==> config.mk <==
export PLATFORM = sky130hd
export DESIGN_NAME = btn_event_gen
export DESIGN_NICKNAME = d
export VERILOG_FILES = /design/src/rtl/btn_event_pkg.sv /design/src/rtl/level_sync.sv /design/src/rtl/btn_event_gen.sv
export SDC_FILE = /design/constraint.sdc
export NUM_CORES = 1
export LEC_CHECK = 0
export ABC_AREA = 1
export CAP_MARGIN = 0
export CELL_PAD_IN_SITES_DETAIL_PLACEMENT = 0
export CELL_PAD_IN_SITES_GLOBAL_PLACEMENT = 1
export CORE_UTILIZATION = 47
export CTS_BUF_LIST = sky130_fd_sc_hd__clkbuf_4 sky130_fd_sc_hd__clkbuf_8 sky130_fd_sc_hd__clkbuf_16
export CTS_CLUSTER_SIZE = 8
export DETAILED_ROUTE_END_ITERATION = 8
export GPL_TIMING_DRIVEN = 0
export PLACE_DENSITY_LB_ADDON = 0.15
export REMOVE_ABC_BUFFERS = 1
export SLEW_MARGIN = 40
export SYNTH_ARGS = -nofsm -noshare
export SYNTH_HDL_FRONTEND = slang
export SYNTH_HIERARCHICAL = 1
export SYNTH_SLANG_ARGS = --single-unit
==> constraint.sdc <==
create_clock -name clk -period 4 [get_ports clk]
set_clock_uncertainty 0.15 [all_clocks]
set_input_delay 0.4 -clock clk [delete_from_list [all_inputs] [get_ports clk]]
set_output_delay 0.4 -clock clk [all_outputs]
set_load 0.005 [all_outputs]
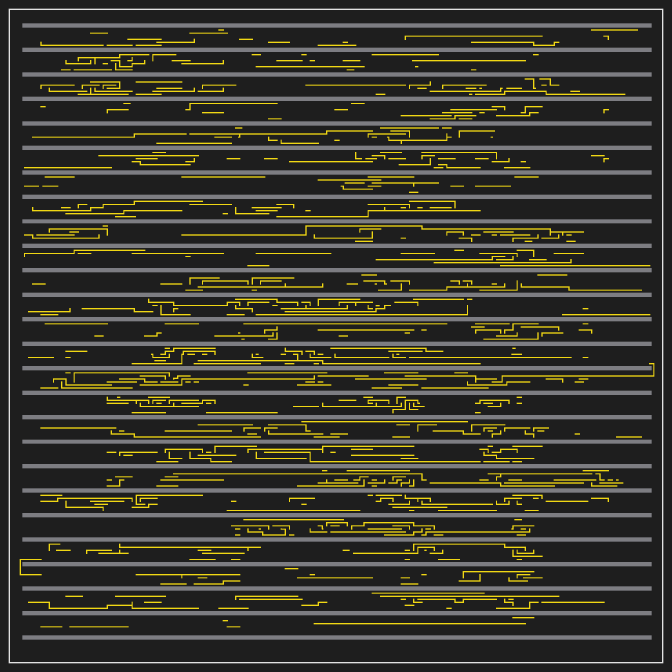
**Above:** run 1 (metal 1).
Supply wires on this layer in gray.
share of all routed wire: 52%
longest straight run: 27.6 um
wire length on this layer: 2,290 um
main direction: horizontal
Routed WL: 4420 um
GR Layer Usage met1: 26.8%
via count: 1,750

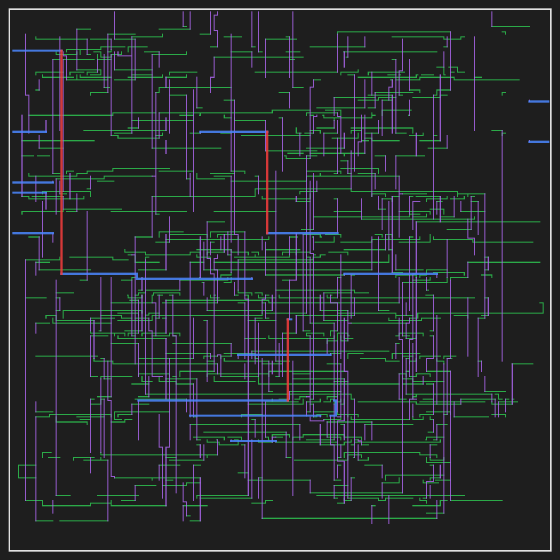
**Above:** run 1 (metal layers overlaid).
[blue] met3 | wire length: 147 um
[green] met1 | wire length: 2,290 um
[purple] met2 | wire length: 1,930 um
[red] met4 | wire length: 54.4 um
Tot GR Track Use: 19.2%
wire per inst: 11.4 um

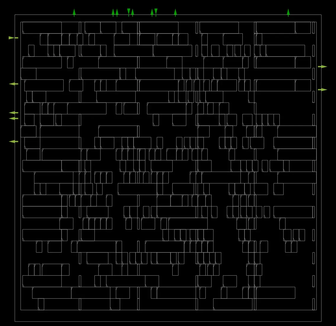
**Above:** run 1 (cell outlines without signal wires).
Flops: 44
fill cell count: 478

==> results.py, run 1 <==
# Flow results
metrics = {
    "status": {
        "status": "complete, no violations",
    },
    "job": {
        "warnings": 28,
        "max-cap-violations": 0,
    },
    "placement": {
        "routabilityCongestion": 0.779,
        "place_area_sq_um": 2550,
        "portBuffers": 15,
    },
    "routing": {
        "drt_iter0_drc": 72,
        "via_per_inst": 4.51,
        "antenna_left": 0,
    },
    "setup_path": {
        "arrival_ns": 2.02,
        "start_kind": "register",
        "cp.required_ns": 4.04,
        "critPathKind": "register to register",
    },
    "worst_hold_path": {
        "hold_path_class": "input pin to async pin",
    },
    "grt": {
        "grt_start_max_net_pins": 43,
        "grt_pass1_wl_um": 7560,
        "globalRouteOverflowTotal": 0,
    },
    "cts": {
        "cts_tree": "built",
        "post_cts_buffers": 0,
        "h-tree-depth": 2,
        "post_cts_resized": 0,
        "numClockSinks": 44,
    },
    "sta": {
        "fin_tns_setup_ns": 0,
        "tightest_slew_ns": 0.513,
        "maxSlewViolCount": 0,
        "rsz0062_at_grt": "false",
        "hold_viol_final": 0,
    },
    "final_layout": {
        "layout-drive-gt1-share_pct": 5.92,
        "diodes": 0,
        "final_util_pct": 55.6,
        "nets": 329,
        "fin_area_sq_um": 2640,
        "syn_to_final_growth_pct": 13.4,
    },
    "die": {
        "fp.dieH_um": 72.4,
        "die_area_sq_um": 5250,
        "core_sq_um": 4750,
        "dieWidth_um": 72.4,
    },
    "logic_synthesis": {
        "netlist.top_cell.by_area": "dfrtp_1",
        "yosys.stat.seqShare_pct": 47.2,
        "ff_type": "dfrtp_1",
        "yosysTopAreaCellShare_pct": 47.2,
    },
    "power_and_ir_drop": {
        "powerDensity_nw_per_um2": 384,
        "power_leakage_nw": 1.16,
    },
}
run 1: cells in the final DEF (no fill, tap or decap), drive strengths merged:
master	n
nor2	84
a21oi	1
inv	41
xor2	17
ha	6
clkbuf	6
clkinvlp	2
clkdlybuf4s50	15
nand4	5
nand2	76
o21ai	3
dfrtp	44
nand3	11
xnor2	9
nor3	1
run 1: stage by stage:
step                hold WS [ns]  worst slack (ns)  power [W]  cells
floorplan               -0.00882              2.35   0.000639    298
global placement           0.184              1.56   0.000732    380
detailed placement         0.193              2.00   0.000735    380
CTS                        0.167              1.98    0.00104    388
global route               0.170              1.84    0.00108    388
finish                     0.179              2.02    0.00101    388
run 1: power breakdown:
part           internal [W]  total [W]  switching (W)
sequential         0.000485   0.000521      0.0000367
combinational     0.0000987   0.000202       0.000104
clock              0.000140   0.000291       0.000151
run 1: cells by family after synthesis:
group           synth area share, %
fa+ha+maj                      3.22
buf+inv                        7.56
flops                          47.2
simple gates                   31.4
compound gates                0.858
xor+xnor                       9.76
run 1: critical path, cell delays in order, from the launching register on:
cell     delay [ns]
dfrtp_1        0.43
inv_1          0.10
ha_1           0.21
nand3_1        0.26
nor3_1         0.39
nand4_1        0.17
xnor2_1        0.16
run 1: layer usage:
metal  global-route usage, %  up-vias  part of all wire, %
li1                        -      934                    -
met1                    26.8      787                   52
met2                    28.8       23                   44
met3                    4.44        6                  3.3
met4                    7.41        0                  1.2
met5                       0        -                    0
run 1: area by class of cell:
class | instances | area (sq um)
inverters | 41 | 156
clock buffers | 6 | 82.6
clock inverters | 2 | 15.0
multi-input cells | 213 | 1050
flip-flops and latches | 44 | 1100
well taps | 67 | 83.8
repair buffers | 15 | 150
fillers | 478 | 2110
**Run 1: wire density map**

14 x 14 tiles, from black (low) to pale yellow (high), scaled to the fullest tile. Values are wire area over tile area, all layers added.
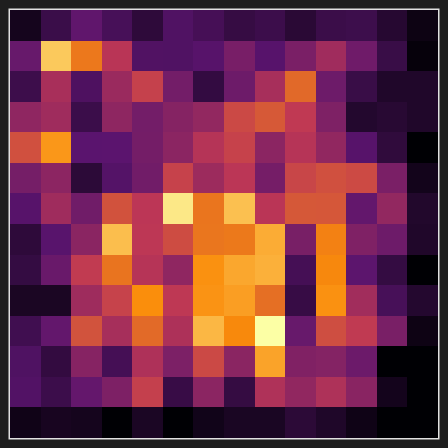

==> inputs of run 2 (changes only) <==
- CORE_UTILIZATION: 47 -> 39
- clock period: 4 -> 1.7 ns (I/O delays scaled with it)
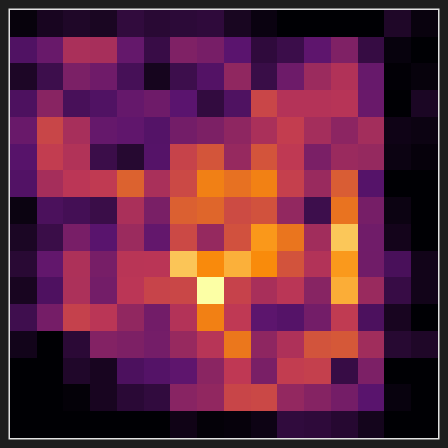
**Above:** run 2 (wire density map).
16 x 16 tiles, from black (low) to pale yellow (high), scaled to the fullest tile. Values are wire area over tile area, all layers added.
mean over tiles: 0.12
densest ninth of the die: middle
tiles over half the peak: 19%
Routed WL: 5140 um
Tot GR Track Use: 18.7%

==> run 2 against run 1 <==
Against the previous run:
- the run now ends with negative setup slack left
- critical path depth rose by 4
- sequential power rose by 140%
- critical endpoint is now cnt[2]
- first-iteration DRC count fell by 19%
- fmax rose by 12%
- global-route usage fell by 0.42 points
- design area rose by 11%
- via count rose by 7.0%
- largest power group unchanged
- synthesized cell count did not move
- wire length rose by 16%
- non-clock buffer count rose by 9
- die area rose by 20%
- power rose to 2.8 times the previous value
==> results.py, run 2 <==
# Flow results
metrics = {
    "status": {
        "violations": "negative setup slack",
        "status": "complete, but fails checks",
    },
    "grt": {
        "grt_start_max_net_pins": 33,
        "globalRouteOverflowTotal": 0,
    },
    "job": {
        "warnings": 30,
    },
    "setup_path": {
        "start_kind": "register",
        "arrival_ns": 1.81,
        "path_delay_family": "simple AND/OR/NAND/NOR gates",
        "slowest_delay_ns": 0.36,
        "slowest_stage": "dfrtp_1",
        "crit_path_cell_trace": "ha_2, nand2_2, nor2_4, nand2_1, nor2_1, nand2_1, nand2_2, nand2_8, nand2_8, nor2_1",
        "cp.required_ns": 1.74,
        "critPathBufInv": 0,
        "critPathKind": "register to register",
    },
    "power_and_ir_drop": {
        "powerDensity_nw_per_um2": 969,
        "power_leakage_nw": 1.26,
    },
    "sta": {
        "setup_violations": 26,
        "fin_tns_setup_ns": -1.28,
        "hold_viol_final": 0,
        "hold_ws_ns": 0.155,
        "worst_slack_ns": -0.0659,
    },
    "final_layout": {
        "nets": 341,
        "regArea_sq_um": 1100,
        "layout-drive-gt1-share_pct": 14.4,
        "syn_to_final_growth_pct": 26.1,
        "fillerInstances": 545,
        "layout_top_cell": "nor2_1",
        "fin_area_sq_um": 2940,
        "final_cell_mix": "nor2_1, nand2_1, dfrtp_1, inv_1, xor2_1",
        "mi_logic_area_sq_um": 1230,
    },
    "placement": {
        "routabilityCongestion": 0.772,
        "dp_cells": 386,
    },
    "cts": {
        "h-tree-depth": 2,
    },
    "die": {
        "core_sq_um": 5640,
        "dieWidth_um": 79.3,
    },
    "routing": {
        "antenna_left": 0,
        "num_vias": 1873,
        "via_per_inst": 4.62,
    },
}
## run 2: through the flow
stage                     setup slack [ns]  utilization [%]
final                              -0.0659             52.1
after CTS                          -0.0565             50.6
after global placement              -0.593             45.2
after detailed placement            -0.309             45.6
after floorplan                     0.0462                -
after global routing                -0.170             52.1
## run 2: repair_timing
action | 4_1_cts | 5_1_grt
gates cloned | 3 | 0
pin swaps | 3 | 5
setup buffers | 4 | 4
endpoints found under the setup margin | 31 | 33
resized | 20 | 13
hold buffers | 1 | 0
hold endpoints to repair | 8 | 0
## run 2: where the power goes
part,total (W),switching [W],internal (W)
Sequential,0.00123,0.0000859,0.00114
Clock,0.000851,0.000370,0.000481
Combinational,0.000773,0.000430,0.000342
Total,0.00285,0.000887,0.00196
## run 2: cells by family (layout without fill, tap and decap cells)
group	Yosys count	after routing	synth area share [%]
AOI/OAI and AO/OA	4	4	0.858
and+or+nand+nor	177	180	31.4
DFF	44	44	47.2
adders and majority gates	6	6	3.22
xor gates and xnor gates	26	26	9.76
buffers and inverters	43	73	7.56
## run 2: per-layer routing
layer,global-route usage (%),vias to the layer above,share of wire (%)
met5,0,-,0
met4,4.36,0,0.91
met3,4.14,6,2.4
met2,30.2,16,47
met1,25.6,882,50
li1,-,969,-
## run 2: cell type report
type,count,share of cell area [%]
multi-input cells,216,41.9
well taps,72,3.06
clock inverters,2,1.32
clock buffers,6,2.81
inverters,41,5.32
flip-flops and latches,44,37.4
repair buffers,24,8.17
No activity file was given, so power comes from the tool's default toggle rates.
